**src/rtl/serial_adder_ctrl.sv**
```systemverilog
// Serial adder: WIDTH-bit add over one 2-bit slice, LSB pair first; optional subtract under `SERIAL_ADDER_SUB_EN.
// Latency: start accepted at edge E0, done high in the cycle after edge E0+WIDTH/2.
// Backpressure: none queued; start is ignored while busy (RUN/DONE).
module serial_adder_ctrl #(
    parameter int WIDTH = 8
) (
    input  logic             clk,
    input  logic             reset,
    input  logic             start,
    input  logic [WIDTH-1:0] a,
    input  logic [WIDTH-1:0] b,
`ifdef SERIAL_ADDER_SUB_EN
    input  logic             op,
`endif
    output logic             busy,
    output logic             done,
    output logic [WIDTH-1:0] result,
    output logic             carry_out
);

    localparam int NSL = WIDTH / 2;
    localparam int CW  = (NSL > 1) ? $clog2(NSL) : 1;

    localparam logic [1:0] S_IDLE = 2'd0;
    localparam logic [1:0] S_RUN  = 2'd1;
    localparam logic [1:0] S_DONE = 2'd2;

    logic [1:0]       state;
    logic [WIDTH-1:0] a_r;
    logic [WIDTH-1:0] b_r;
    logic [WIDTH-1:0] acc;
    logic [WIDTH-1:0] acc_nxt;
    logic [CW-1:0]    cnt;
    logic             carry;
    logic [1:0]       sa;
    logic [1:0]       sb;
    logic [2:0]       sum;
    logic             last;

    // Slice mux, 2-bit adder and accumulator merge for the current count.
    always_comb begin
        sa      = '0;
        sb      = '0;
        acc_nxt = acc;
        for (int i = 0; i < NSL; i++) begin
            if (cnt == CW'(i)) begin
                sa = a_r[2*i +: 2];
                sb = b_r[2*i +: 2];
            end
        end
        sum = {1'b0, sa} + {1'b0, sb} + {2'b00, carry};
        for (int i = 0; i < NSL; i++) begin
            if (cnt == CW'(i)) begin
                acc_nxt[2*i +: 2] = sum[1:0];
            end
        end
        last = (cnt == CW'(NSL - 1));
    end

    always_ff @(posedge clk) begin
        if (reset) begin
            state     <= S_IDLE;
            a_r       <= '0;
            b_r       <= '0;
            acc       <= '0;
            cnt       <= '0;
            carry     <= 1'b0;
            result    <= '0;
            carry_out <= 1'b0;
        end else begin
            case (state)
                S_IDLE: begin
                    if (start) begin
                        a_r <= a;
`ifdef SERIAL_ADDER_SUB_EN
                        // Subtract as a + ~b + 1: invert b once here, seed carry with 1.
                        b_r   <= op ? ~b : b;
                        carry <= op;
`else
                        b_r   <= b;
                        carry <= 1'b0;
`endif
                        cnt   <= '0;
                        acc   <= '0;
                        state <= S_RUN;
                    end
                end
                S_RUN: begin
                    acc   <= acc_nxt;
                    carry <= sum[2];
                    cnt   <= cnt + 1'b1;
                    if (last) begin
                        result    <= acc_nxt;
                        carry_out <= sum[2];
                        state     <= S_DONE;
                    end
                end
                S_DONE:  state <= S_IDLE;
                default: state <= S_IDLE;
            endcase
        end
    end

    assign busy = (state == S_RUN) || (state == S_DONE);
    assign done = (state == S_DONE);

endmodule

```
**config.mk**
```make
export PLATFORM = sky130hd
export DESIGN_NAME = serial_adder_ctrl
export DESIGN_NICKNAME = d
export VERILOG_FILES = /design/src/rtl/serial_adder_ctrl.sv
export SDC_FILE = /design/constraint.sdc
export NUM_CORES = 1
export LEC_CHECK = 0
export ABC_AREA = 1
export CORE_ASPECT_RATIO = 0.8
export CORE_MARGIN = 1.5
export CORE_UTILIZATION = 39
export DETAILED_ROUTE_END_ITERATION = 7
export PLACE_DENSITY = 0.63
export SLEW_MARGIN = 20
export SYNTH_ARGS = -nofsm -noshare
export SYNTH_HDL_FRONTEND = slang
export SYNTH_SLANG_ARGS = --single-unit
```
**constraint.sdc**
```tcl
create_clock -name clk -period 4.7 [get_ports clk]
set_input_delay 1.41 -clock clk [delete_from_list [all_inputs] [get_ports clk]]
set_output_delay 1.41 -clock clk [all_outputs]
set_load 0.02 [all_outputs]
```
**Cells colored by class**

Scale: 4 px per um.
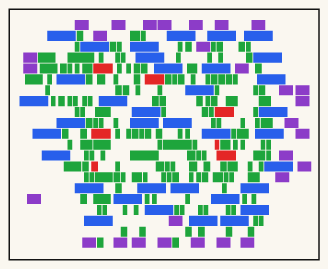
Blue shows sequential cells, cells 36. Red shows clock drivers and dummy loads, cells 7. Green shows combinational and other logic, cells 174. Purple shows remaining buffers and delay cells, cells 29.
fin util: 0.4902
Core Area: 4204 um^2
Seq area share: 0.3497

==> out/qor.yml <==
synth:
  yosysTopAreaCell: "dfxtp_1"
  yosysSeqAreaShare: 0.4214
  avgSynthCellArea_um2: 7.704
  postSynthNetCount: 250
  synth_flops: 36
  area_leaders: "dfxtp_1 42%, nor2_1 11%, nand2_1 7.7%"
  synthDistinctLibCells: 26
  yosys-stat-cells: 222
  top_area_frac: 0.4214
worst_setup_path:
  crit_type: "primary input to flop"
  crit_path_end_kind: "flop"
  crit_family: "buffers and inverters"
  crit_arrival_ps: 3200
  cpPeakStageDelay_ps: 590
  worstPathCellList: "clkdlybuf4s50_1, nand2_2, clkinv_1, nor2_1, nor2_1"
  crit_path_frequent_cell: "nor2_1"
  path_buffers: 2
cts:
  cts-root-buf: "clkbuf_8"
  clkLatencyLatePin_ps: 290
  clk_pin_slew_worst_paths_ps: 70
  hold_buffers: 0
  post_cts_buffers: 0
  h-tree-depth: 2
  clk_path_buf_depth: 2
sta:
  hold_viol_final: 0
  min_period_ps: 3017
  fin_skew_ps: 4.984
  finalSetupTns_ps: 0
  worst_slew_pin_slew_ps: 594.1
  fmax_ghz: 0.3314
  finalSetupViolCount: 0
  fin_ws_ps: 1683
  rsz0062_at_grt: "no"
  slew_violations: 0
die:
  die_w_um: 77.04
  rows: 21
  fp_util: 0.4068
global_routing:
  grt_pass1_vias: 1291
  grtUsageTotal: 0.1669
  antenna_found_initial: 0
  grt_pass1_wl_mm: 6.348
placed_design:
  preCtsSetupSlack_ps: 1331
  gp_congestion: 0.7429
  place_area_um2: 1983
  place_inst: 296
  port_buffers: 29
  dp_hpwl_mm: 2.526
routing:
  ant_nets: 0
  via_count: 1443
  drtIter0Drc: 77
  viasPerCell: 4.762
  dr.pass1.iters: 4
finish:
  drive_gt1_frac: 0.08537
  fin_nets: 274
  seq_area_um2: 720.7
  design_area_um2: 2061
  comb_area_um2: 848.3
  fin_cells: 303
  diodes: 0
  final_common_cell: "nor2_1"
pwr:
  totalPowerFinal_mw: 0.6539
  power.density_nw_per_um2: 317.3
run_status:
  outcome: "complete, no violations"
**Clock wires, drivers and flops**

Scale: 6 px per um.
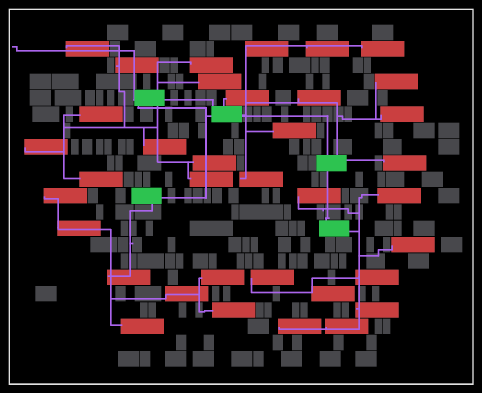
Red shows flip-flops, count 36. Green shows clock drivers, count 5. Purple shows clock wires, length 501 um.
Position of the flops: widely spread.

-- power by group --
group / switching (mW) / leakage [nW] / internal [mW]
clock network: 0.111 / 0.0410 / 0.101
registers: 0.00837 / 0.294 / 0.320
logic: 0.0656 / 0.493 / 0.0480
-- synth_stat cells, drive strengths merged --
library cell and n:
o211ai 3, fa 2, nor2 48, clkinv 1, o21ai 29, nand2 37, buf 9, dfxtp 36
o21a 2, ha 7, inv 13, nand3 9, or2 3, a21boi 1, clkbuf 3, a22oi 1
a21oi 17, a211oi 1
-- cell type report --
class / count / area share
clock buffers: 6 / 0.03522
flip-flops and latches: 36 / 0.3497
well taps: 57 / 0.03461
repair buffers: 29 / 0.1409
multi-input cells: 160 / 0.4117
inverters: 14 / 0.02550
clock inverters: 1 / 0.002429
-- final timing paths --
| path | startpoint | to | slack, ps | cells after the start |
|---|---|---|---|---|
| hold / removal | a_r[7]$_SDFFE_PP0P_ | a_r[7]$_SDFFE_PP0P_ | 480 | 2 |
| hold reg to reg | a_r[7]$_SDFFE_PP0P_ | a_r[7]$_SDFFE_PP0P_ | 480 | 2 |
| setup reg to reg | cnt[0]$_SDFFE_PP0P_ | acc[3]$_SDFFE_PP0P_ | 1950 | 11 |
| setup / recovery | start | b_r[5]$_SDFFE_PP0P_ | 1680 | 5 |
-- per-layer routing --
layer  GRT usage  vias up
li1            -      762
met1      0.2495      653
met2      0.2334       21
met3     0.04412        7
met4     0.04773        0
met5           0        -
-- kinds of logic after synthesis --
| logic type | share of synthesized area |
|---|---|
| AOI/OAI and AO/OA | 0.1917 |
| adders and majority gates | 0.07461 |
| buffers and inverters | 0.08266 |
| DFF | 0.4214 |
| and+or+nand+nor | 0.2297 |
Power and IR drop assume default switching activity.
